Placement density heat map:
Scale: 6 px per um. The die is cut into 6 by 6 equal tiles; white is low, dark blue is high, 0 to 100% covered.
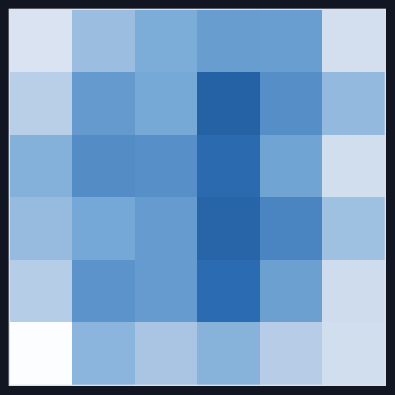
Clock routing:
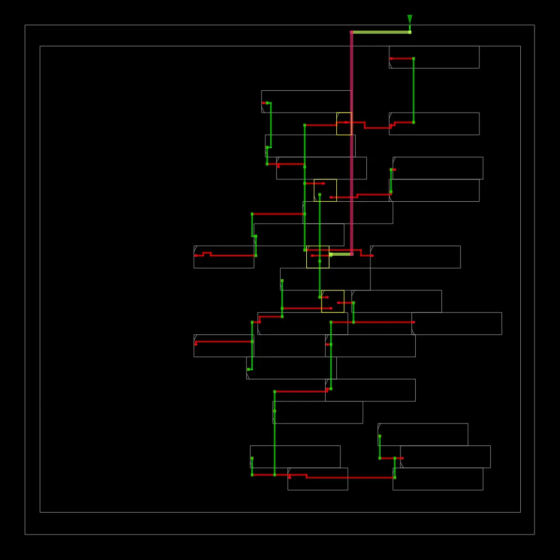
The metal 1 layer:
Scale: 4 px per um. Supply wires on this layer in grey.
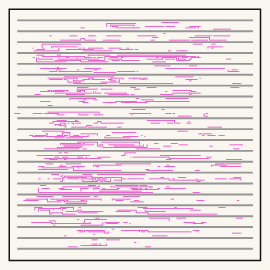
<file path="config.mk">
export PLATFORM = sky130hd
export DESIGN_NAME = pipelined_control_unit
export DESIGN_NICKNAME = d
export VERILOG_FILES = /design/src/rtl/pipelined_control_unit.sv
export SDC_FILE = /design/constraint.sdc
export NUM_CORES = 1
export LEC_CHECK = 0
export CELL_PAD_IN_SITES_DETAIL_PLACEMENT = 1
export CELL_PAD_IN_SITES_GLOBAL_PLACEMENT = 1
export CORE_MARGIN = 1.5
export CORE_UTILIZATION = 40
export CTS_CLUSTER_SIZE = 8
export DETAILED_ROUTE_END_ITERATION = 6
export GPL_ROUTABILITY_DRIVEN = 0
export MAX_ROUTING_LAYER = met4
export PLACE_DENSITY = 0.89
export REMOVE_ABC_BUFFERS = 1
export SLEW_MARGIN = 15
export SYNTH_ARGS = -nofsm -noshare
export SYNTH_HDL_FRONTEND = slang
export SYNTH_SLANG_ARGS = --single-unit
</file>
<file path="constraint.sdc">
create_clock -name clk -period 2.4 [get_ports clk]
set_clock_uncertainty 0.2 [all_clocks]
set_input_delay 0.36 -clock clk [delete_from_list [all_inputs] [get_ports clk]]
set_output_delay 0.36 -clock clk [all_outputs]
set_load 0.02 [all_outputs]
</file>
<file path="src/rtl/pipelined_control_unit.sv">
// Purpose: decodes RV32I opcodes into a control bundle carried down a PIPE_DEPTH-stage pipeline under a run/drain/done/error FSM; PERF_COUNT_EN adds counters.
// Latency: EX slice 1 cycle after opcode sample, MEM PIPE_DEPTH-1, WB PIPE_DEPTH cycles.
// Backpressure: enable=0 freezes all state; stall/flush put a bubble into stage 1 while older stages keep advancing.
module pipelined_control_unit #(
    parameter int          PIPE_DEPTH  = 3,
    parameter logic [6:0]  HALT_OPCODE = 7'b1110011
) (
    input  logic       clk,
    input  logic       rstN,
    input  logic       enable,
    input  logic       startProcess,
    input  logic [6:0] opCode,
    input  logic       stall,
    input  logic       flush,
    output logic       endProcess,
    output logic       error,
    output logic       busy,
    output logic [1:0] aluSrc1,
    output logic       aluSrc2,
    output logic [1:0] aluOp,
    output logic       jump,
    output logic       jumpReg,
    output logic       branch,
    output logic       memRead,
    output logic       memWrite,
    output logic       memtoReg,
    output logic       regWrite
`ifdef PERF_COUNT_EN
    ,
    output logic [31:0] instrRetired,
    output logic [31:0] bubbleCount
`endif
);

    localparam logic [6:0] OP_LTYPE = 7'b0000011;
    localparam logic [6:0] OP_ITYPE = 7'b0010011;
    localparam logic [6:0] OP_AUIPC = 7'b0010111;
    localparam logic [6:0] OP_STYPE = 7'b0100011;
    localparam logic [6:0] OP_RTYPE = 7'b0110011;
    localparam logic [6:0] OP_LUI   = 7'b0110111;
    localparam logic [6:0] OP_BTYPE = 7'b1100011;
    localparam logic [6:0] OP_JALR  = 7'b1100111;
    localparam logic [6:0] OP_JTYPE = 7'b1101111;

    typedef struct packed {
        logic       valid;
        logic       halt;
        logic [1:0] alu_src1;
        logic       alu_src2;
        logic [1:0] alu_op;
        logic       jump;
        logic       jump_reg;
        logic       branch;
        logic       mem_read;
        logic       mem_write;
        logic       memto_reg;
        logic       reg_write;
    } ctrl_t;

    typedef enum logic [2:0] {
        ST_IDLE,
        ST_RUN,
        ST_DRAIN,
        ST_DONE,
        ST_ERROR
    } state_t;

    state_t state_q, state_d;
    ctrl_t  stage_q [1:PIPE_DEPTH];
    ctrl_t  stage_d [1:PIPE_DEPTH];
    ctrl_t  dec_ctrl;
    logic   dec_illegal;
    logic   halt_in_s1, halt_at_wb, take_op, go_error, drain_kill;

    // Opcode decoder; the halt compare comes first so HALT_OPCODE can be any value.
    always_comb begin
        dec_ctrl       = '0;
        dec_ctrl.valid = 1'b1;
        dec_illegal    = 1'b0;
        if (opCode == HALT_OPCODE) begin
            dec_ctrl.halt = 1'b1;
        end else begin
            case (opCode)
                OP_LTYPE: begin
                    dec_ctrl.mem_read  = 1'b1;
                    dec_ctrl.memto_reg = 1'b1;
                    dec_ctrl.reg_write = 1'b1;
                    dec_ctrl.alu_src2  = 1'b1;
                end
                OP_ITYPE: begin
                    dec_ctrl.reg_write = 1'b1;
                    dec_ctrl.alu_src2  = 1'b1;
                    dec_ctrl.alu_op    = 2'b11;
                end
                OP_AUIPC: begin
                    dec_ctrl.reg_write = 1'b1;
                    dec_ctrl.alu_src1  = 2'b01;
                    dec_ctrl.alu_src2  = 1'b1;
                end
                OP_STYPE: begin
                    dec_ctrl.mem_write = 1'b1;
                    dec_ctrl.alu_src2  = 1'b1;
                end
                OP_RTYPE: begin
                    dec_ctrl.reg_write = 1'b1;
                    dec_ctrl.alu_op    = 2'b10;
                end
                OP_LUI: begin
                    dec_ctrl.reg_write = 1'b1;
                    dec_ctrl.alu_src1  = 2'b10;
                    dec_ctrl.alu_src2  = 1'b1;
                end
                OP_BTYPE: begin
                    dec_ctrl.branch = 1'b1;
                    dec_ctrl.alu_op = 2'b01;
                end
                OP_JALR: begin
                    dec_ctrl.jump_reg  = 1'b1;
                    dec_ctrl.reg_write = 1'b1;
                    dec_ctrl.alu_src2  = 1'b1;
                end
                OP_JTYPE: begin
                    dec_ctrl.jump      = 1'b1;
                    dec_ctrl.reg_write = 1'b1;
                    dec_ctrl.alu_src1  = 2'b01;
                    dec_ctrl.alu_src2  = 1'b1;
                end
                default: begin
                    dec_ctrl.valid = 1'b0;
                    dec_illegal    = 1'b1;
                end
            endcase
        end
    end

    always_comb begin
        halt_in_s1 = stage_q[1].valid && stage_q[1].halt;
        halt_at_wb = stage_q[PIPE_DEPTH].valid && stage_q[PIPE_DEPTH].halt;
        take_op    = (state_q == ST_RUN) && !flush && !stall;
        go_error   = take_op && dec_illegal;
        drain_kill = (state_q == ST_DRAIN) && flush && halt_in_s1;
    end

    always_ff @(posedge clk) begin
        if (!rstN) begin
            state_q <= ST_IDLE;
        end else if (enable) begin
            state_q <= state_d;
        end
    end

    always_comb begin
        state_d = state_q;
        case (state_q)
            ST_IDLE, ST_DONE: begin
                if (startProcess) state_d = ST_RUN;
            end
            ST_RUN: begin
                if (take_op && dec_ctrl.halt) state_d = ST_DRAIN;
                else if (go_error)            state_d = ST_ERROR;
            end
            ST_DRAIN: begin
                if (drain_kill)      state_d = ST_RUN;
                else if (halt_at_wb) state_d = ST_DONE;
            end
            ST_ERROR: state_d = ST_ERROR;
            default:  state_d = ST_IDLE;
        endcase
    end

    // Stage 1 only accepts a decoded opcode in RUN; a killed halt is replaced as it leaves stage 1.
    always_comb begin
        for (int k = 1; k <= PIPE_DEPTH; k++) begin
            stage_d[k] = '0;
        end
        stage_d[1] = take_op ? dec_ctrl : '0;
        for (int k = 2; k <= PIPE_DEPTH; k++) begin
            stage_d[k] = stage_q[k-1];
        end
        if (drain_kill) begin
            stage_d[2] = '0;
        end
        if (go_error || (state_q == ST_ERROR)) begin
            for (int k = 1; k <= PIPE_DEPTH; k++) begin
                stage_d[k] = '0;
            end
        end
    end

    always_ff @(posedge clk) begin
        if (!rstN) begin
            for (int k = 1; k <= PIPE_DEPTH; k++) begin
                stage_q[k] <= '0;
            end
        end else if (enable) begin
            for (int k = 1; k <= PIPE_DEPTH; k++) begin
                stage_q[k] <= stage_d[k];
            end
        end
    end

    always_comb begin
        busy       = (state_q == ST_RUN) || (state_q == ST_DRAIN);
        error      = (state_q == ST_ERROR);
        endProcess = (state_q == ST_DRAIN) && halt_at_wb;

        aluSrc1  = stage_q[1].valid ? stage_q[1].alu_src1 : 2'b00;
        aluSrc2  = stage_q[1].valid && stage_q[1].alu_src2;
        aluOp    = stage_q[1].valid ? stage_q[1].alu_op : 2'b00;
        jump     = stage_q[1].valid && stage_q[1].jump;
        jumpReg  = stage_q[1].valid && stage_q[1].jump_reg;
        branch   = stage_q[1].valid && stage_q[1].branch;
        memRead  = stage_q[PIPE_DEPTH-1].valid && stage_q[PIPE_DEPTH-1].mem_read;
        memWrite = stage_q[PIPE_DEPTH-1].valid && stage_q[PIPE_DEPTH-1].mem_write;
        memtoReg = stage_q[PIPE_DEPTH].valid && stage_q[PIPE_DEPTH].memto_reg;
        regWrite = stage_q[PIPE_DEPTH].valid && stage_q[PIPE_DEPTH].reg_write;
    end

`ifdef PERF_COUNT_EN
    logic [31:0] retired_q, retired_d;
    logic [31:0] bubble_q, bubble_d;
    logic        cnt_clear, retire_ev, bubble_ev;

    always_comb begin
        cnt_clear = ((state_q == ST_IDLE) || (state_q == ST_DONE)) && startProcess;
        retire_ev = stage_q[PIPE_DEPTH].valid && !stage_q[PIPE_DEPTH].halt;
        bubble_ev = ((state_q == ST_RUN) && !take_op) || (state_q == ST_DRAIN);

        retired_d = retired_q;
        bubble_d  = bubble_q;
        if (cnt_clear) begin
            retired_d = '0;
            bubble_d  = '0;
        end else begin
            if (retire_ev && (retired_q != 32'hFFFF_FFFF)) retired_d = retired_q + 32'd1;
            if (bubble_ev && (bubble_q != 32'hFFFF_FFFF))  bubble_d  = bubble_q + 32'd1;
        end
    end

    always_ff @(posedge clk) begin
        if (!rstN) begin
            retired_q <= '0;
            bubble_q  <= '0;
        end else if (enable) begin
            retired_q <= retired_d;
            bubble_q  <= bubble_d;
        end
    end

    assign instrRetired = retired_q;
    assign bubbleCount  = bubble_q;
`endif

endmodule

</file>
==> flow_summary.json <==
{
  "hold_slack_ps": 338,
  "drc": 0,
  "port_buffers": 27,
  "grt_start_max_net_pins": 23,
  "min_path_cells": 1,
  "die_w_um": 62.4,
  "synth_top_flop_cell": "edfxtp_1",
  "antenna_found_initial": 0,
  "seq_area_um2": 721,
  "worst_path_largest_cell_delay_ps": 490,
  "synthCells": 128,
  "cts_tree": "done",
  "avgViaCountPerCell": 5.16,
  "r2r_setup_slack_ps": 140,
  "dr.pass1.iters": 4,
  "startpoint": "opCode[3]",
  "r2r-start": "state_q[0]",
  "hpwl_um": 2880,
  "grt_overflow": 0,
  "num_io_pins": 28,
  "avgSynthCellArea_um2": 11.0,
  "finalWirelength_um": 3570,
  "finalClockPeriodUsage_pct": 97.9,
  "htree_levels": 1,
  "wl_met3_um": 58,
  "grt.total_usage_pct": 19.9,
  "fin_area_um2": 1880,
  "r2r-end": "stage_q[0][22]",
  "nets": 189,
  "cts_resized": 1,
  "crit_type": "input pin to flip-flop",
  "max_freq_mhz": 426,
  "required_ps": 2320,
  "holdCritStartpoint": "stage_q[0][40]",
  "numCtsBuffers": 3,
  "yosysTopAreaCellShare_pct": 46.8,
  "power_frac_clock_pct": 20.5,
  "worst_slack_ps": 50.7,
  "common_cells": "22 x edfxtp_1, 21 x and2_1, 12 x nor2_1",
  "grtUsageMet2_pct": 36.7,
  "p_leak_uw": 0.000715,
  "met1Wirelength_um": 1490,
  "min_path_type": "flip-flop to flip-flop",
  "postPlaceCellArea_um2": 1850,
  "final_cell_mix": "26 x clkdlybuf4s50_1, 22 x edfxtp_1, 21 x and2_1, 21 x buf_4, 12 x nor2_1",
  "yosysMostFrequentCell": "edfxtp_1",
  "synthArstFlopShare_pct": 0,
  "ys_types": 41,
  "drv_slew": 0,
  "rows": 21,
  "wl_met2_um": 1940,
  "cts-root-buf": "clkbuf_4",
  "ant_nets": 0,
  "peakVddDrop_uv": 171,
  "tns_ps": 0,
  "syn_area_um2": 1410,
  "n_antenna_cell": 0,
  "ys.flops": 25,
  "met3_usage_pct": 0.901,
  "yosys-stat-area_um2": 1410,
  "powerComb_uw": 181,
  "hold_viol": 0,
  "worstSetupStartpointType": "input pin",
  "seq-power_uw": 510,
  "grt.busiest_layer": "met2",
  "setup.worst_path.end_class": "flip-flop",
  "cp_cell_sequence": "clkdlybuf4s50_1 > nand3b_1 > o32ai_2 > nor2_1 > or3_4 > nor3_1",
  "ys_seq_share_pct": 51.0,
  "setup_viol": 0,
  "area_leaders": "edfxtp_1 47%, and2_1 9.3%, dfxtp_1 4.3%",
  "min_to": "stage_q[0][54]",
  "min_period_ps": 2350,
  "layout.cells.most_common": "clkdlybuf4s50_1",
  "top_layer": "met4",
  "finalPower_uw": 869,
  "slowest_stage": "or3_4",
  "dp_slack_ps": -223,
  "warning_count": 25,
  "post_layout_nonfiller_instances": 221,
  "grt_pass1_wl_um": 5980,
  "setup.worst_path.end": "stage_q[0][22]",
  "p_seq_share_pct": 58.7,
  "grt_pass1_vias": 1240,
  "power_top_consumer": "registers",
  "edf_count": 22,
  "ys_cells": 128,
  "area_delta_synth_final_pct": 32.9,
  "r2r_cells": 4,
  "routedWlPerCell_um": 16.1,
  "cellPowerDensity_nw_per_um2": 463,
  "switching_power_uw": 221,
  "die_h_um": 62.4,
  "placed_cells": 217,
  "hold_buffers": 0,
  "crit_fanout": 11,
  "nFillCells": 392,
  "logic_area_um2": 626,
  "sw_frac_of_total_pct": 25.4,
  "rsz0062_at_grt": "no",
  "clockBufferDepth": 2,
  "postCtsSetupBuffers": 0,
  "die-area_um2": 3900,
  "fp.coreArea_um2": 3360,
  "clk_pin_slew_ps": 130,
  "p_int_uw": 648,
  "p_comb_share_pct": 20.8,
  "drt_iter0_drc": 25,
  "outcome": "complete, no violations",
  "yosys_warnings": 0,
  "cp_data_arrival_time_ps": 2270,
  "largest_area_cell": "edfxtp_1"
}
Back to the opening pictures, 'placement density heat map':
- tiles over 75% full: 11%
- mean over tiles: 47%
- nearly empty tiles: 2.8%
- fullest tile: 80%
- densest ninth of the die: centre
FP Util: 42.0%
final core occ: 55.8%

Back to the opening pictures, 'clock routing':
Clock Power: 178 uW
clock sink count: 25
clk_lat worst skew: 300 ps
FF+latch count: 25
clock buffers: 3

Back to the opening pictures, 'the metal 1 layer':
- nets with wire on the layer: 173
- wire length on this layer: 1,490 um
- share of all routed wire: 42%
- main direction: horizontal
Vias: 1,141
global routing usage on met1: 22.9%

## worst max-delay path, delay by kind of cell
family	cells	cell delay [ps]
AND/OR/NAND/NOR	4	1060
buffers and inverters	1	460
AND-OR/OR-AND	1	390
## layout make-up
class	instances	area share [%]
tap	46	3.07
clock inverter	1	0.267
inverter	5	1.00
multi-input combinational	93	33.3
clock buffer	3	1.20
sequential	25	38.4
timing repair buffer	48	22.7
## registers in the layout, indices dropped and copies added (netlist names)
name,cells
state_q,3
stage_q,22
## kinds of logic (layout without fill, tap and decap cells)
family	after synthesis	in the layout	synth area share [%]
buf+inv	10	57	5.05
simple gates	77	77	34.5
mux	1	1	0.709
compound gates	14	14	8.15
xor+xnor	1	1	0.620
flops	25	25	51.0
Power is estimated from default activity; no workload was simulated.
